<file path="src/rtl/sum_map_seq_if.sv">
// Issuer handshake plus state-RAM read/write port bundle for sum_map_seq.
// The sequencer connects through the slave modport; the issuer/RAM side uses master.
interface sum_map_seq_if #(
    parameter int unsigned ADDR_W = 8,
    parameter int unsigned DATA_W = 32,
    parameter int unsigned LEN_W  = 8
);
    logic              start;
    logic [ADDR_W-1:0] origin;
    logic [ADDR_W-1:0] modifier;
    logic [LEN_W-1:0]  length;
    logic              cond_ok;
    logic              busy;
    logic              done;
    logic [ADDR_W-1:0] rd_a_addr;
    logic [ADDR_W-1:0] rd_b_addr;
    logic              rd_en;
    logic [DATA_W-1:0] rd_a_data;
    logic [DATA_W-1:0] rd_b_data;
    logic              wr_en;
    logic [ADDR_W-1:0] wr_addr;
    logic [DATA_W-1:0] wr_data;

    modport master (
        output start, origin, modifier, length, cond_ok, rd_a_data, rd_b_data,
        input  busy, done, rd_a_addr, rd_b_addr, rd_en, wr_en, wr_addr, wr_data
    );

    modport slave (
        input  start, origin, modifier, length, cond_ok, rd_a_data, rd_b_data,
        output busy, done, rd_a_addr, rd_b_addr, rd_en, wr_en, wr_addr, wr_data
    );
endinterface

</file>
<file path="src/rtl/sum_map_seq.sv">
// Sequencer that computes state[origin+i] += state[modifier+i] for i = 0..length-1,
// one word per cycle, with the exact results of the equivalent sequential loop.
module sum_map_seq #(
    parameter int unsigned ADDR_W = 8,
    parameter int unsigned DATA_W = 32,
    parameter int unsigned LEN_W  = 8
) (
    input  logic          clk,
    input  logic          rst,
    sum_map_seq_if.slave  bus
);
    typedef enum logic [1:0] {
        S_IDLE,
        S_RUN,
        S_DRAIN,
        S_DONE
    } state_e;

    state_e            state_q, state_d;
    logic [ADDR_W-1:0] origin_q, origin_d;
    logic [ADDR_W-1:0] modifier_q, modifier_d;
    logic [LEN_W-1:0]  length_q, length_d;
    logic [LEN_W-1:0]  idx_q, idx_d;

    logic              wr_pend_q, wr_pend_d;
    logic [ADDR_W-1:0] wr_addr_q, wr_addr_d;
    logic              fwd_a_q, fwd_a_d;
    logic              fwd_b_q, fwd_b_d;
    logic [DATA_W-1:0] fwd_val_q, fwd_val_d;

    logic              busy;
    logic              done;
    logic              rd_en;
    logic [ADDR_W-1:0] rd_a_addr;
    logic [ADDR_W-1:0] rd_b_addr;
    logic [DATA_W-1:0] op_a;
    logic [DATA_W-1:0] op_b;
    logic [DATA_W-1:0] sum;

    always_ff @(posedge clk) begin
        if (rst) begin
            state_q    <= S_IDLE;
            origin_q   <= '0;
            modifier_q <= '0;
            length_q   <= '0;
            idx_q      <= '0;
            wr_pend_q  <= 1'b0;
            wr_addr_q  <= '0;
            fwd_a_q    <= 1'b0;
            fwd_b_q    <= 1'b0;
            fwd_val_q  <= '0;
        end else begin
            state_q    <= state_d;
            origin_q   <= origin_d;
            modifier_q <= modifier_d;
            length_q   <= length_d;
            idx_q      <= idx_d;
            wr_pend_q  <= wr_pend_d;
            wr_addr_q  <= wr_addr_d;
            fwd_a_q    <= fwd_a_d;
            fwd_b_q    <= fwd_b_d;
            fwd_val_q  <= fwd_val_d;
        end
    end

    // Read-issue FSM
    always_comb begin
        state_d    = state_q;
        origin_d   = origin_q;
        modifier_d = modifier_q;
        length_d   = length_q;
        idx_d      = idx_q;
        busy       = 1'b0;
        done       = 1'b0;
        rd_en      = 1'b0;
        rd_a_addr  = '0;
        rd_b_addr  = '0;

        unique case (state_q)
            S_IDLE: begin
                if (bus.start) begin
                    origin_d   = bus.origin;
                    modifier_d = bus.modifier;
                    length_d   = bus.length;
                    idx_d      = '0;
                    if (!bus.cond_ok || (bus.length == '0)) begin
                        state_d = S_DONE;
                    end else begin
                        state_d = S_RUN;
                    end
                end
            end
            S_RUN: begin
                busy      = 1'b1;
                rd_en     = 1'b1;
                rd_a_addr = origin_q + ADDR_W'(idx_q);
                rd_b_addr = modifier_q + ADDR_W'(idx_q);
                idx_d     = idx_q + LEN_W'(1);
                if (idx_q == length_q - LEN_W'(1)) begin
                    state_d = S_DRAIN;
                end
            end
            S_DRAIN: begin
                busy    = 1'b1;
                state_d = S_DONE;
            end
            S_DONE: begin
                busy    = 1'b1;
                done    = 1'b1;
                state_d = S_IDLE;
            end
            default: begin
                state_d = S_IDLE;
            end
        endcase
    end

    // The RAM returns pre-write data when a read collides with the write in the same
    // cycle, so the written value is captured and substituted on the next cycle.
    always_comb begin
        op_a      = fwd_a_q ? fwd_val_q : bus.rd_a_data;
        op_b      = fwd_b_q ? fwd_val_q : bus.rd_b_data;
        sum       = op_a + op_b;
        wr_pend_d = rd_en;
        wr_addr_d = rd_a_addr;
        fwd_a_d   = rd_en && wr_pend_q && (rd_a_addr == wr_addr_q);
        fwd_b_d   = rd_en && wr_pend_q && (rd_b_addr == wr_addr_q);
        fwd_val_d = sum;
    end

    assign bus.busy      = busy;
    assign bus.done      = done;
    assign bus.rd_en     = rd_en;
    assign bus.rd_a_addr = rd_a_addr;
    assign bus.rd_b_addr = rd_b_addr;
    assign bus.wr_en     = wr_pend_q;
    assign bus.wr_addr   = wr_pend_q ? wr_addr_q : '0;
    assign bus.wr_data   = wr_pend_q ? sum : '0;
endmodule

</file>
<file path="src/flat_wrapper.sv">
// flat-port wrapper written by rule: the top's interface ports become plain ports
module sum_map_seq_flat 
#(
    parameter int unsigned ADDR_W = 8,
    parameter int unsigned DATA_W = 32,
    parameter int unsigned LEN_W  = 8
)
  (clk, rst, bus_start, bus_origin, bus_modifier, bus_length, bus_cond_ok, bus_rd_a_data, bus_rd_b_data, bus_busy, bus_done, bus_rd_a_addr, bus_rd_b_addr, bus_rd_en, bus_wr_en, bus_wr_addr, bus_wr_data);
  sum_map_seq_if #(.ADDR_W(ADDR_W), .DATA_W(DATA_W), .LEN_W(LEN_W)) bus_i ();
  input  logic clk;
  input  logic rst;
  input wire logic [$bits(bus_i.start)-1:0] bus_start;
  input wire logic [$bits(bus_i.origin)-1:0] bus_origin;
  input wire logic [$bits(bus_i.modifier)-1:0] bus_modifier;
  input wire logic [$bits(bus_i.length)-1:0] bus_length;
  input wire logic [$bits(bus_i.cond_ok)-1:0] bus_cond_ok;
  input wire logic [$bits(bus_i.rd_a_data)-1:0] bus_rd_a_data;
  input wire logic [$bits(bus_i.rd_b_data)-1:0] bus_rd_b_data;
  output wire logic [$bits(bus_i.busy)-1:0] bus_busy;
  output wire logic [$bits(bus_i.done)-1:0] bus_done;
  output wire logic [$bits(bus_i.rd_a_addr)-1:0] bus_rd_a_addr;
  output wire logic [$bits(bus_i.rd_b_addr)-1:0] bus_rd_b_addr;
  output wire logic [$bits(bus_i.rd_en)-1:0] bus_rd_en;
  output wire logic [$bits(bus_i.wr_en)-1:0] bus_wr_en;
  output wire logic [$bits(bus_i.wr_addr)-1:0] bus_wr_addr;
  output wire logic [$bits(bus_i.wr_data)-1:0] bus_wr_data;
  assign bus_i.start = bus_start;
  assign bus_i.origin = bus_origin;
  assign bus_i.modifier = bus_modifier;
  assign bus_i.length = bus_length;
  assign bus_i.cond_ok = bus_cond_ok;
  assign bus_i.rd_a_data = bus_rd_a_data;
  assign bus_i.rd_b_data = bus_rd_b_data;
  assign bus_busy = bus_i.busy;
  assign bus_done = bus_i.done;
  assign bus_rd_a_addr = bus_i.rd_a_addr;
  assign bus_rd_b_addr = bus_i.rd_b_addr;
  assign bus_rd_en = bus_i.rd_en;
  assign bus_wr_en = bus_i.wr_en;
  assign bus_wr_addr = bus_i.wr_addr;
  assign bus_wr_data = bus_i.wr_data;
  sum_map_seq #(.ADDR_W(ADDR_W), .DATA_W(DATA_W), .LEN_W(LEN_W)) u_core (.clk(clk), .rst(rst), .bus(bus_i));
endmodule
</file>
<file path="config.mk">
export PLATFORM = sky130hd
export DESIGN_NAME = sum_map_seq_flat
export DESIGN_NICKNAME = d
export VERILOG_FILES = /design/src/rtl/sum_map_seq_if.sv /design/src/rtl/sum_map_seq.sv /design/src/flat_wrapper.sv
export SDC_FILE = /design/constraint.sdc
export NUM_CORES = 1
export LEC_CHECK = 0
export CAP_MARGIN = 20
export CORE_AREA = 2 2 139 141
export CTS_BUF_LIST = sky130_fd_sc_hd__clkbuf_4
export DETAILED_ROUTE_END_ITERATION = 16
export DIE_AREA = 0 0 141 143
export PLACE_DENSITY = 0.69
export SLEW_MARGIN = 20
export SYNTH_ARGS = -nofsm -noshare
export SYNTH_HDL_FRONTEND = slang
export SYNTH_SLANG_ARGS = --single-unit
</file>
<file path="constraint.sdc">
create_clock -name clk -period 9 [get_ports clk]
set_input_delay 1.8 -clock clk [delete_from_list [all_inputs] [get_ports clk]]
set_output_delay 1.8 -clock clk [all_outputs]
set_load 0.1 [all_outputs]
</file>
==> results.py, run 1 <==
# Generated from Yosys and OpenROAD reports
metrics = {
    "run_status": {
        "run_status": "finished clean",
    },
    "routing": {
        "drt_first_pass_iters": 7,
        "via_count": 6794,
        "drt_iter0_markers": 460,
        "ant_nets": 0,
        "drc": 0,
        "wl_per_cell_um": 16.62,
        "routed_wl_mm": 20.50,
    },
    "setup_path": {
        "required_ns": 7.20,
        "endpoint_kind": "output pin",
        "ff2ff_path_depth": 10,
        "crit_fanout": 11,
        "startpoint_type": "primary input",
        "critPathKind": "in2out",
    },
    "clock_network": {
        "postCtsSetupRepairBufs": 0,
        "path_clk_slew_ns": 0.14,
        "cts_buffer_depth": 2,
        "cts-root-buf": "clkbuf_4",
        "ctsHoldBuffers": 0,
        "cts_made_buffers": 9,
        "cts_sinks": 77,
        "cts_resized": 0,
    },
    "yosys": {
        "avgSynthCellArea_um2": 8.022,
        "largest_area_cell": "dfxtp_1",
        "netlist_instances": 870,
        "yosysWarnings": 0,
        "ys_seq_share": 0.2209,
        "yosysUniqueCellTypes": 82,
        "yosys.area.top_type_share": 0.2209,
        "yosys_cells": 870,
        "edf_count": 0,
        "synth.cell_area_um2": 6979,
        "flop_cell": "dfxtp_1",
        "yosysChipArea_um2": 6979,
        "area_leaders": "dfxtp_1, mux2_2, ha_1",
        "async_reset_ff_frac": 0,
    },
    "sta": {
        "fmax_ghz": 0.1278,
        "setup-tns-final_ns": 0,
        "fin_hold_ws_ns": 0.4743,
        "worst_slack_ns": 1.176,
        "finalClockPeriodUsage": 0.8693,
        "max_slew_margin": 0.3001,
        "fin_crit_ns": 7.824,
        "rsz0062_at_grt": "no",
        "maxSlewViolCount": 0,
    },
    "power": {
        "pwr_density_cell_nw_per_um2": 185.0,
    },
    "grt": {
        "grt_overflow_total": 0,
        "grt.total_usage": 0.2018,
        "grt_pass1_wl_mm": 32.62,
        "grt_max_degree": 60,
    },
    "finish": {
        "area_growth_pct": 25.56,
        "lay_top_count": "clkdlybuf4s50_1",
        "final_cells": 1233,
        "final_cell_mix": "clkdlybuf4s50_1, nand2_1, dfxtp_1",
        "layout.nets": 1139,
    },
    "die": {
        "die_area_um2": 20160,
        "ioPinCount": 152,
    },
    "run": {
        "drv_cap": 0,
        "tool_warnings": 29,
    },
    "placed_design": {
        "place_inst": 1216,
        "portBuffers": 151,
        "dp_hpwl_mm": 15.24,
        "pre_cts_slack_ns": 1.223,
        "gp_congestion": 0.8880,
        "placed_area_um2": 8632,
    },
}
run 1: cell usage after synthesis, types with 5 or more instances:
cell        n
and3_1      8
mux2i_1     9
nand2b_1    8
a211o_1     5
nor2b_1     9
inv_1      27
nand2_1   104
xnor2_1    19
nor4_1      7
ha_1       51
a31oi_1     7
a211oi_1    7
a21oi_1    68
mux2_2     64
and2_1     43
nand4_1    20
a21o_1     19
o21ai_0    28
dfxtp_1    77
nor3_1     31
or3_1       6
nor2_1     49
clkbuf_1   31
o21a_1     14
buf_2      10
xor2_1     25
nand3_1    14
or4_1       6
o211ai_1   12
run 1: logic make-up (layout without fill, tap and decap cells):
logic type | after synthesis | count (layout) | share of synthesized area
AND-OR/OR-AND | 220 | 220 | 0.2218
XOR/XNOR | 44 | 44 | 0.05522
adder cells (fa/ha/maj) | 54 | 54 | 0.1000
buffers and inverters | 74 | 202 | 0.04374
flip-flops | 77 | 77 | 0.2209
multiplexers | 78 | 78 | 0.1248
other | 0 | 1 | 0
AND/OR/NAND/NOR | 323 | 323 | 0.2336
run 1: routing by layer:
layer  GRT usage  wire length [um]  vias up
li1            -                 -     3435
met5           0                 0        -
met4     0.06842               390        0
met2      0.3517              9853      205
met1      0.2551              9173     3129
met3     0.03085              1080       25
run 1: area by class of cell:
| type | instances | area [um2] | share of cell area |
|---|---|---|---|
| Multi-Input combinational cell | 719 | 5134 | 0.5858 |
| Clock inverter | 6 | 53.80 | 0.006139 |
| Antenna cell | 1 | 2.502 | 0.0002856 |
| Sequential cell | 77 | 1541 | 0.1759 |
| Inverter | 28 | 105.1 | 0.01199 |
| Timing Repair Buffer | 158 | 1559 | 0.1779 |
| Clock buffer | 10 | 75.07 | 0.008567 |
| Tap cell | 234 | 292.8 | 0.03341 |
run 1: state kept, by name, indices dropped and copies added (netlist names):
name and cells:
u_core.origin_q 8, u_core.modifier_q 8, u_core.wr_addr_q 8, u_core.fwd_val_q 32, u_core.fwd_a_q 1, u_core.length_q 8, u_core.fwd_b_q 1, u_core.state_q 2
u_core.idx_q 8, u_core.bus.wr_en 1
run 1: critical path: stages:
cell	delay (ns)
clkdlybuf4s50_1	0.39
mux2_2	0.26
ha_1	0.43
a21oi_1	0.33
o21ai_0	0.28
a2111oi_0	0.52
o31ai_1	0.18
a2111oi_1	0.58
clkdlybuf4s50_1	1.25
run 1: worst paths after layout:
check / startpoint / slack [ns] / endpoint
max: bus_rd_b_data[22] / 1.18 / bus_wr_data[31]
min: u_core.modifier_q[3]$_SDFFE_PP0P_ / 0.47 / u_core.modifier_q[3]$_SDFFE_PP0P_
max reg2reg: u_core.fwd_b_q$_SDFF_PP0_ / 5.30 / u_core.fwd_val_q[24]$_SDFF_PP0_
min reg2reg: u_core.modifier_q[3]$_SDFFE_PP0P_ / 0.47 / u_core.modifier_q[3]$_SDFFE_PP0P_
run 1: stage by stage:
step | util | power (mW)
floorplan | - | 1.165
global placement | 0.4646 | 1.392
detailed placement | 0.4646 | 1.401
CTS | 0.4715 | 1.628
global route | 0.4717 | 1.718
finish | 0.4717 | 1.621
run 1: where the power goes:
part	internal (mW)	switching, mW
logic	0.319	0.645
registers	0.394	0.0404
clock network	0.0658	0.157
total	0.778	0.843
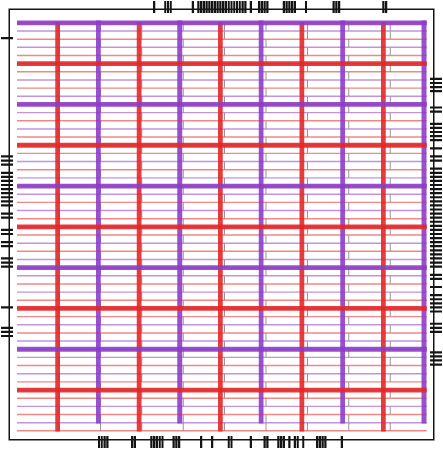
**Above:** run 1 (power grid).
Drawn at 3 px/um. Pins as bars on the die edge. Tap cells in gray.
net	color
VDD	purple
VSS	red
met1 rails	51
met4 straps	10
tap cells	234
signal pins	152
met5 straps	10
Max VDD drop: 105.3 uV
Die Width: 141 um
Die Ht: 143 um
Placeable Area: 18580 um2

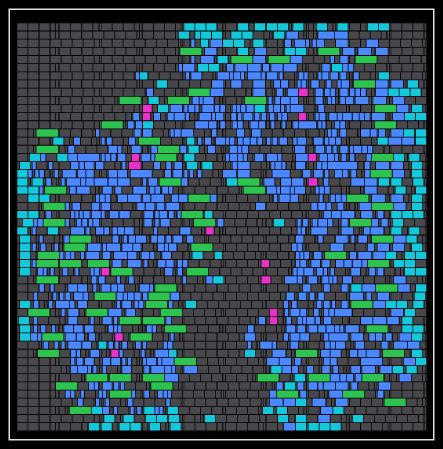
**Above:** run 1 (placed cells, one color a class).
Drawn at 3 px/um. Fill, decap, tap and diode cells in gray.
class	color	cells
combinational and other logic	blue	747
clock drivers and dummy loads	magenta	16
sequential cells	green	77
remaining buffers and delay cells	cyan	158

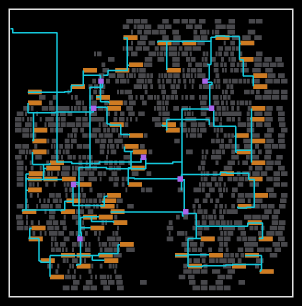
**Above:** run 1 (clock network drawn from the DEF).
Drawn at 2 px/um.
[flip-flops] orange | count: 77
[clock drivers] purple | count: 9
[clock wires] cyan | length: 1370 um
flops lie	all over the die
Clk power: 0.223 mW
Late-Pin Clk Latency: 0.49 ns
Clock Power Share: 0.138
worst clock skew: 0.03154 ns

==> run 2, diff against run 1 <==
--- a/config.mk
+++ b/config.mk
@@ -10,6 +10,7 @@
 export CTS_BUF_LIST = sky130_fd_sc_hd__clkbuf_4
 export DETAILED_ROUTE_END_ITERATION = 16
 export DIE_AREA = 0 0 141 143
+export HOLD_SLACK_MARGIN = 0.15
 export PLACE_DENSITY = 0.69
 export SLEW_MARGIN = 20
 export SYNTH_ARGS = -nofsm -noshare
==> run 2 against run 1 <==
Net effect:
- synthesized area stayed put
- maximum frequency did not move
- final cell count did not move
- global-route usage is the same
- non-clock buffer count unchanged
- via count unchanged
- clock skew stayed put
- die area did not move
- largest cell class unchanged
- highest routed layer unchanged
==> results.py, run 2 <==
# Generated from Yosys and OpenROAD reports
metrics = {
    "clock_network": {
        "cts_buffer_depth": 2,
        "cts-root-buf": "clkbuf_4",
        "clock_latency_ns": 0.49,
        "cts_tree": "done",
        "h-tree-depth": 3,
        "cts_sinks": 77,
        "ctsHoldBuffers": 0,
        "cts_made_buffers": 9,
        "postCtsSetupRepairBufs": 0,
        "cts_resized": 0,
        "path_clk_slew_ns": 0.14,
    },
    "sta": {
        "finalClockPeriodUsage": 0.8693,
        "rsz0062_at_grt": "no",
        "finalSetupViolations": 0,
        "clock-skew-final_ns": 0.03154,
        "tightest_slew_ns": 1.047,
        "maxSlewViolCount": 0,
        "max_slew_margin": 0.3001,
        "fmax_ghz": 0.1278,
        "fin_crit_ns": 7.824,
        "hold_viol_final": 0,
        "setup-tns-final_ns": 0,
    },
    "finish": {
        "lay_top_count": "clkdlybuf4s50_1",
        "area_growth_pct": 25.56,
        "num-fill-cells": 1825,
        "largest_register_ffs": 32,
        "drive_gt1_frac": 0.1112,
        "largest-register": "u_core.fwd_val_q",
        "final-comb-area_um2": 5134,
        "final_cell_mix": "clkdlybuf4s50_1, nand2_1, dfxtp_1",
        "layout.nets": 1139,
        "seq_area_um2": 1541,
    },
    "setup_path": {
        "crit_family": "AND-OR/OR-AND gates",
        "critPathArrivalTime_ns": 6.02,
        "cp.buffers_inverters": 2,
        "critPathSlowestCell": "clkdlybuf4s50_1",
        "required_ns": 7.20,
        "cp_slowest_stage_delay_ns": 1.25,
        "critPathMostFrequentCell": "clkdlybuf4s50_1",
        "crit_chain": "clkdlybuf4s50_1 > mux2_2 > ha_1 > a21oi_1 > o21ai_0 > a2111oi_0 > o31ai_1 > a2111oi_1 > clkdlybuf4s50_1",
        "startpoint_type": "primary input",
        "endpoint_kind": "output pin",
        "critPathKind": "in2out",
        "crit_fanout": 11,
    },
    "grt": {
        "grt_pass1_vias": 6422,
        "grt_pass1_wl_mm": 32.62,
        "grt_overflow_total": 0,
        "grt_max_degree": 60,
        "antenna_found_initial": 1,
    },
    "yosys": {
        "avgSynthCellArea_um2": 8.022,
        "yosysChipArea_um2": 6979,
        "flop_cell": "dfxtp_1",
        "yosys.area.top_type_share": 0.2209,
        "synth.cell_area_um2": 6979,
        "yosysWarnings": 0,
        "ys.flops": 77,
        "yosysUniqueCellTypes": 82,
        "ys_seq_share": 0.2209,
        "largest_area_cell": "dfxtp_1",
        "area_leaders": "dfxtp_1, mux2_2, ha_1",
        "synth_nets": 1016,
        "most_common_cell": "nand2_1",
        "async_reset_ff_frac": 0,
        "edf_count": 0,
        "netlist_instances": 870,
        "top_cells_by_count": "nand2_1, dfxtp_1, a21oi_1, mux2_2, ha_1",
        "yosys_cells": 870,
    },
    "die": {
        "fp-row-count": 50,
        "ioPinCount": 152,
        "core_area_um2": 18580,
        "fp.dieH_um": 143,
        "initCoreUtil": 0.3756,
        "die_area_um2": 20160,
        "die_w_um": 141,
    },
    "routing": {
        "drt_first_pass_iters": 7,
        "via_count": 6794,
        "drt_iter0_markers": 460,
        "via_per_inst": 5.510,
        "drc": 0,
        "routed_wl_mm": 20.50,
        "ant_nets": 0,
    },
    "placed_design": {
        "gp_congestion": 0.8880,
        "portBuffers": 151,
        "dp_hpwl_mm": 15.24,
    },
    "power": {
        "pwr_density_cell_nw_per_um2": 185.0,
        "p_leak_nw": 3.473,
        "vdd_drop_max_uv": 105.3,
        "finalPower_mw": 1.621,
    },
    "run": {
        "tool_warnings": 29,
        "drv_cap": 0,
    },
    "hold_path": {
        "hold_class": "reg2reg",
    },
    "run_status": {
        "run_status": "finished clean",
    },
}
-- run 2: cell counts after synthesis --
No cell type changed its count.
-- run 2: logic make-up after synthesis --
| group | count (synthesis) | synth area share |
|---|---|---|
| AND-OR/OR-AND | 220 | 0.2218 |
| XOR/XNOR | 44 | 0.05522 |
| adder cells (fa/ha/maj) | 54 | 0.1000 |
| buffers and inverters | 74 | 0.04374 |
| flip-flops | 77 | 0.2209 |
| multiplexers | 78 | 0.1248 |
| AND/OR/NAND/NOR | 323 | 0.2336 |
-- run 2: path summary, 6_finish.rpt --
path,to,depth (start not counted),from,slack (ns)
max,bus_wr_data[31],9,bus_rd_b_data[22],1.18
min,u_core.modifier_q[3]$_SDFFE_PP0P_,2,u_core.modifier_q[3]$_SDFFE_PP0P_,0.47
max reg2reg,u_core.fwd_val_q[24]$_SDFF_PP0_,10,u_core.fwd_b_q$_SDFF_PP0_,5.30
min reg2reg,u_core.modifier_q[3]$_SDFFE_PP0P_,2,u_core.modifier_q[3]$_SDFFE_PP0P_,0.47
-- run 2: worst register-to-register path, cell delays in order, from the launching register on --
cell	delay (ns)
dfxtp_1	0.33
buf_4	0.42
mux2_2	0.42
ha_1	0.23
fa_1	0.40
a21o_1	0.21
a311o_2	0.43
nand4_1	0.28
a21oi_2	0.19
o21ai_0	0.34
mux2_2	0.37
-- run 2: where the power goes --
group | leakage [nW] | internal (mW) | switching [mW]
Combinational | 2.77 | 0.319 | 0.645
Sequential | 0.634 | 0.394 | 0.0404
Clock | 0.0703 | 0.0658 | 0.157
-- run 2: cell type report --
class / instances / area share
diodes: 1 / 0.0002856
clock buffers: 10 / 0.008567
clock inverters: 6 / 0.006139
inverters: 28 / 0.01199
multi-input cells: 719 / 0.5858
flip-flops and latches: 77 / 0.1759
well taps: 234 / 0.03341
repair buffers: 158 / 0.1779
-- run 2: metrics by stage --
stage / hold slack (ns) / util / cells / setup WS [ns] / instance area (um2)
after floorplan: 0.4400 / - / 870 / 0.4306 / 6980
after global placement: 0.4492 / 0.4646 / 1216 / 1.292 / 8632
after detailed placement: 0.4547 / 0.4646 / 1216 / 1.223 / 8632
after CTS: 0.4741 / 0.4715 / 1232 / 1.218 / 8761
after global routing: 0.4961 / 0.4717 / 1233 / 0.9276 / 8763
final: 0.4743 / 0.4717 / 1233 / 1.176 / 8763
-- run 2: metal layers --
metal | vias up | part of all wire | GRT usage
met5 | - | 0 | 0
met4 | 0 | 0.019 | 0.06842
met3 | 25 | 0.053 | 0.03085
met2 | 205 | 0.48 | 0.3517
met1 | 3129 | 0.45 | 0.2551
li1 | 3435 | - | -
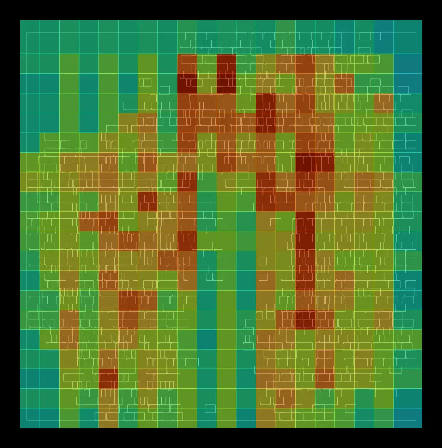
**Above:** run 2 (track usage over the die).
routing usage on met1: 0.2551
met3 Use GR: 0.03085
WL/cell: 16.62 um
Total Routing Usage GR: 0.2018
Core Util, Final: 0.4717

Power and IR drop assume default switching activity.
